[config.mk]
export PLATFORM = sky130hd
export DESIGN_NAME = reg_wb_ctrl
export DESIGN_NICKNAME = d
export VERILOG_FILES = /design/src/rtl/reg_wb_ctrl.sv
export SDC_FILE = /design/constraint.sdc
export NUM_CORES = 1
export LEC_CHECK = 0
export CAP_MARGIN = 20
export CORE_MARGIN = 2
export CORE_UTILIZATION = 35
export CTS_BUF_LIST = sky130_fd_sc_hd__clkbuf_16
export CTS_CLUSTER_SIZE = 30
export DETAILED_ROUTE_END_ITERATION = 12
export GPL_TIMING_DRIVEN = 0
export MAX_ROUTING_LAYER = met4
export SLEW_MARGIN = 15
export SYNTH_ARGS = -nofsm -noshare
export SYNTH_HDL_FRONTEND = slang
export SYNTH_SLANG_ARGS = --single-unit
[constraint.sdc]
create_clock -name clk -period 4 [get_ports clk]
set_clock_uncertainty 0.2 [all_clocks]
set_input_delay 1 -clock clk [delete_from_list [all_inputs] [get_ports clk]]
set_output_delay 1 -clock clk [all_outputs]
set_load 0.01 [all_outputs]
[src/rtl/reg_wb_ctrl.sv]
// Write-back controller: queues results in order and drains one per cycle into the register bank.
// Optional build macro WB_BYPASS_EN lets a result go straight to the output register when the queue is empty.
module reg_wb_ctrl #(
  parameter int unsigned DEPTH = 4,
  parameter int unsigned AW    = 5,
  parameter int unsigned DW    = 32
) (
  input  logic          clk,
  input  logic          rst,
  input  logic          res_valid,
  output logic          res_ready,
  input  logic [AW-1:0] res_addr,
  input  logic [DW-1:0] res_data,
  output logic          rd_we,
  output logic [AW-1:0] rd_addr,
  output logic [DW-1:0] rd_data,
  input  logic [AW-1:0] q1_addr,
  output logic          q1_hit,
  output logic [DW-1:0] q1_data,
  input  logic [AW-1:0] q2_addr,
  output logic          q2_hit,
  output logic [DW-1:0] q2_data,
  output logic          busy
);

  localparam int unsigned PW = $clog2(DEPTH);
  localparam int unsigned CW = PW + 1;

  logic [AW-1:0] addr_q [DEPTH];
  logic [DW-1:0] data_q [DEPTH];

  logic [PW-1:0] wr_ptr_q, wr_ptr_d;
  logic [PW-1:0] rd_ptr_q, rd_ptr_d;
  logic [CW-1:0] count_q, count_d;
  logic          rd_we_q, rd_we_d;
  logic [AW-1:0] rd_addr_q, rd_addr_d;
  logic [DW-1:0] rd_data_q, rd_data_d;

  logic accept;
  logic push;
  logic pop;
  logic bypass;

  assign res_ready = !rst && (count_q < CW'(DEPTH));
  assign accept    = res_valid && res_ready;
  assign pop       = (count_q != '0);

`ifdef WB_BYPASS_EN
  assign bypass = accept && (res_addr != '0) && !pop;
`else
  assign bypass = 1'b0;
`endif

  assign push = accept && (res_addr != '0) && !bypass;

  always_comb begin
    wr_ptr_d  = wr_ptr_q;
    rd_ptr_d  = rd_ptr_q;
    rd_we_d   = 1'b0;
    rd_addr_d = rd_addr_q;
    rd_data_d = rd_data_q;
    if (pop) begin
      rd_ptr_d  = rd_ptr_q + 1'b1;
      rd_we_d   = 1'b1;
      rd_addr_d = addr_q[rd_ptr_q];
      rd_data_d = data_q[rd_ptr_q];
    end else if (bypass) begin
      rd_we_d   = 1'b1;
      rd_addr_d = res_addr;
      rd_data_d = res_data;
    end
    if (push) begin
      wr_ptr_d = wr_ptr_q + 1'b1;
    end
    count_d = count_q + CW'(push) - CW'(pop);
  end

  always_ff @(posedge clk) begin
    if (rst) begin
      wr_ptr_q  <= '0;
      rd_ptr_q  <= '0;
      count_q   <= '0;
      rd_we_q   <= 1'b0;
      rd_addr_q <= '0;
      rd_data_q <= '0;
    end else begin
      wr_ptr_q  <= wr_ptr_d;
      rd_ptr_q  <= rd_ptr_d;
      count_q   <= count_d;
      rd_we_q   <= rd_we_d;
      rd_addr_q <= rd_addr_d;
      rd_data_q <= rd_data_d;
    end
  end

  // Storage needs no reset: entries are only read when covered by count_q.
  always_ff @(posedge clk) begin
    if (push) begin
      addr_q[wr_ptr_q] <= res_addr;
      data_q[wr_ptr_q] <= res_data;
    end
  end

  // Walk oldest to youngest so later matches override; output register is the oldest pending write.
  always_comb begin
    logic [PW-1:0] idx;
    idx     = '0;
    q1_hit  = 1'b0;
    q1_data = '0;
    q2_hit  = 1'b0;
    q2_data = '0;
    if (rd_we_q && (q1_addr != '0) && (rd_addr_q == q1_addr)) begin
      q1_hit  = 1'b1;
      q1_data = rd_data_q;
    end
    if (rd_we_q && (q2_addr != '0) && (rd_addr_q == q2_addr)) begin
      q2_hit  = 1'b1;
      q2_data = rd_data_q;
    end
    for (int unsigned i = 0; i < DEPTH; i++) begin
      idx = rd_ptr_q + PW'(i);
      if ((CW'(i) < count_q) && (q1_addr != '0) && (addr_q[idx] == q1_addr)) begin
        q1_hit  = 1'b1;
        q1_data = data_q[idx];
      end
      if ((CW'(i) < count_q) && (q2_addr != '0) && (addr_q[idx] == q2_addr)) begin
        q2_hit  = 1'b1;
        q2_data = data_q[idx];
      end
    end
  end

  assign rd_we   = rd_we_q;
  assign rd_addr = rd_addr_q;
  assign rd_data = rd_data_q;
  assign busy    = (count_q != '0) | rd_we_q;

endmodule

==> images/closeup.png <==
Scale bar: 10 um. Region (84, 84) to (114, 114) um. Cells in grey, sequential cells in the stronger grey; small squares are vias.
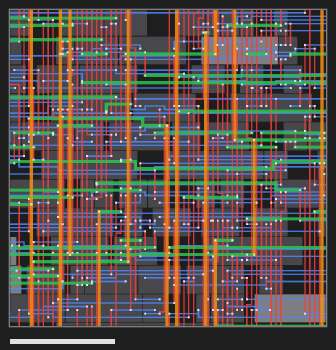
Key: orange = M4; blue = M1; green = M3; red = M2
66 logic cells have their middle in the window. Sequential cells in the window: 2. Netlist names of flops here include rd_data (2). Most frequent: buf_6 (8), nand2_1 (6), a21oi_1 (5).

==> images/layers.png <==
Two of the layers only.
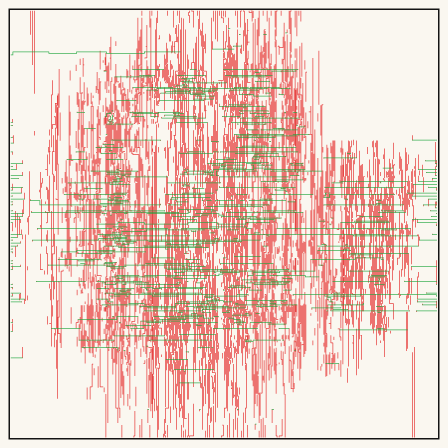
Key: green = M3 [wire length 5,480 um]; red = M2 [wire length 25.2 mm]
routed via count: 12,500
WL per Instance: 28.1 um
GRT Total Usage: 0.279
Routed WL: 54,900 um

==> results.toml <==
# generated from flow reports
[final_layout]
nMultiInputCombCells = 890
seq_share = 0.306
design_area_um2 = 17600
seq_cells = 195
regArea_um2 = 5390
final_cell_mix = "207 x nand2_1, 148 x edfxtp_1, 79 x clkdlybuf4s50_1"
fin_nets = 1526
antennaDiodeCount = 0
n_all_inverters = 14

[global_route]
overflow = 0
antenna_found_initial = 0

[sta]
finalHoldViolCount = 0
tns_ns = -30.55
slew_headroom = 0.437
setup_violations = 66
fin_crit_ns = 4.56
setup_slack_ns = -0.556
slew_violations = 0
whs_ns = 0.316

[place]
dp_hpwl_um = 36600
dp.cells = 1838
portBuffers = 146

[drt]
first_pass_iters = 7
first_iter_violations = 1668
drc = 0
vias_per_cell = 6.40

[clock_tree]
cts_tree = "yes"
numCtsBuffers = 17
ctsResizeCount = 480
cts.clk_slew.worst_paths_ns = 0.07

[hold_path]
min_from = "rd_data[24]"
hold_path.class = "register to register"

[synth]
synth_xor_xnor_area_share = 0.0346
area_leaders = "edfxtp_1 34%, mux4_2 13%, dfxtp_1 7.1%, nand2_1 6.5%, mux2i_1 6.4%"
fa_ha_area_frac = 0.00913
yosysWarnings = 0
yosys_area_um2 = 13200
most_common_cell = "nand2_1"
simple_gate_area_frac = 0.125
top_cells_by_count = "229 x nand2_1, 148 x edfxtp_1, 84 x mux2i_1"
top_logic_kind = "multiplexers"

[floorplan]
io_pins = 156
tap_cells = 474
coreArea_um2 = 37300

[setup_path]
timing.critical_path.buf_inv = 3
reg2reg_slack_ns = 0.89
cp_slowest_cell = "mux4_2"
worstPathCellList = "mux4_2 > a211o_1 > a2111oi_4 > o21a_2 > clkbuf_16 > buf_12 > nand2_4 > a31o_1 > buf_2"
worst_setup_path_start_kind = "register"

[power]
powerDensity_nw_per_um2 = 593
finalPower_uw = 10500

[status]
violations = "setup timing"
status = "complete, but fails checks"

[flow_run]
drv_cap = 0
==> images/clock_nets.png <==
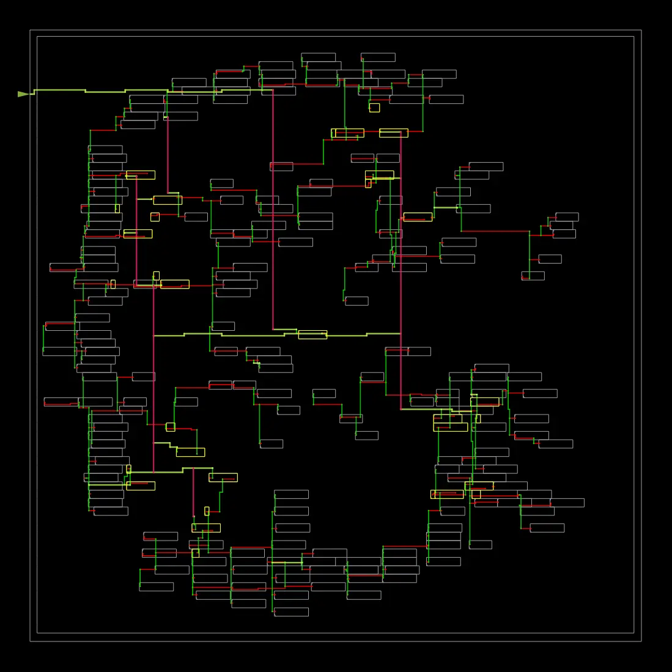
clock buffers: 17
clock sinks: 195

-- layer usage --
layer	routed length, um	track usage
met5	0	-
met4	2680	0.128
met2	25200	0.431
met1	21500	0.365
met3	5480	0.0399
-- worst max path at each step --
stage                  end  cells after the start  slack (ns)
6_report        q1_data[5]                      9       -0.56
4_1_cts        q1_data[15]                     10       -0.52
5_1_grt         q1_data[5]                     10       -0.59
3_3_place_gp   q1_data[31]                      9       -1.74
2_1_floorplan  q2_data[10]                      9      0.0005
3_5_place_dp   q1_data[31]                      9       -1.71
-- report_power, final --
part	switching [uW]	total (uW)	internal [uW]
clock network	790	1630	841
logic	3440	6020	2570
registers	365	2810	2450
total	4600	10500	5860
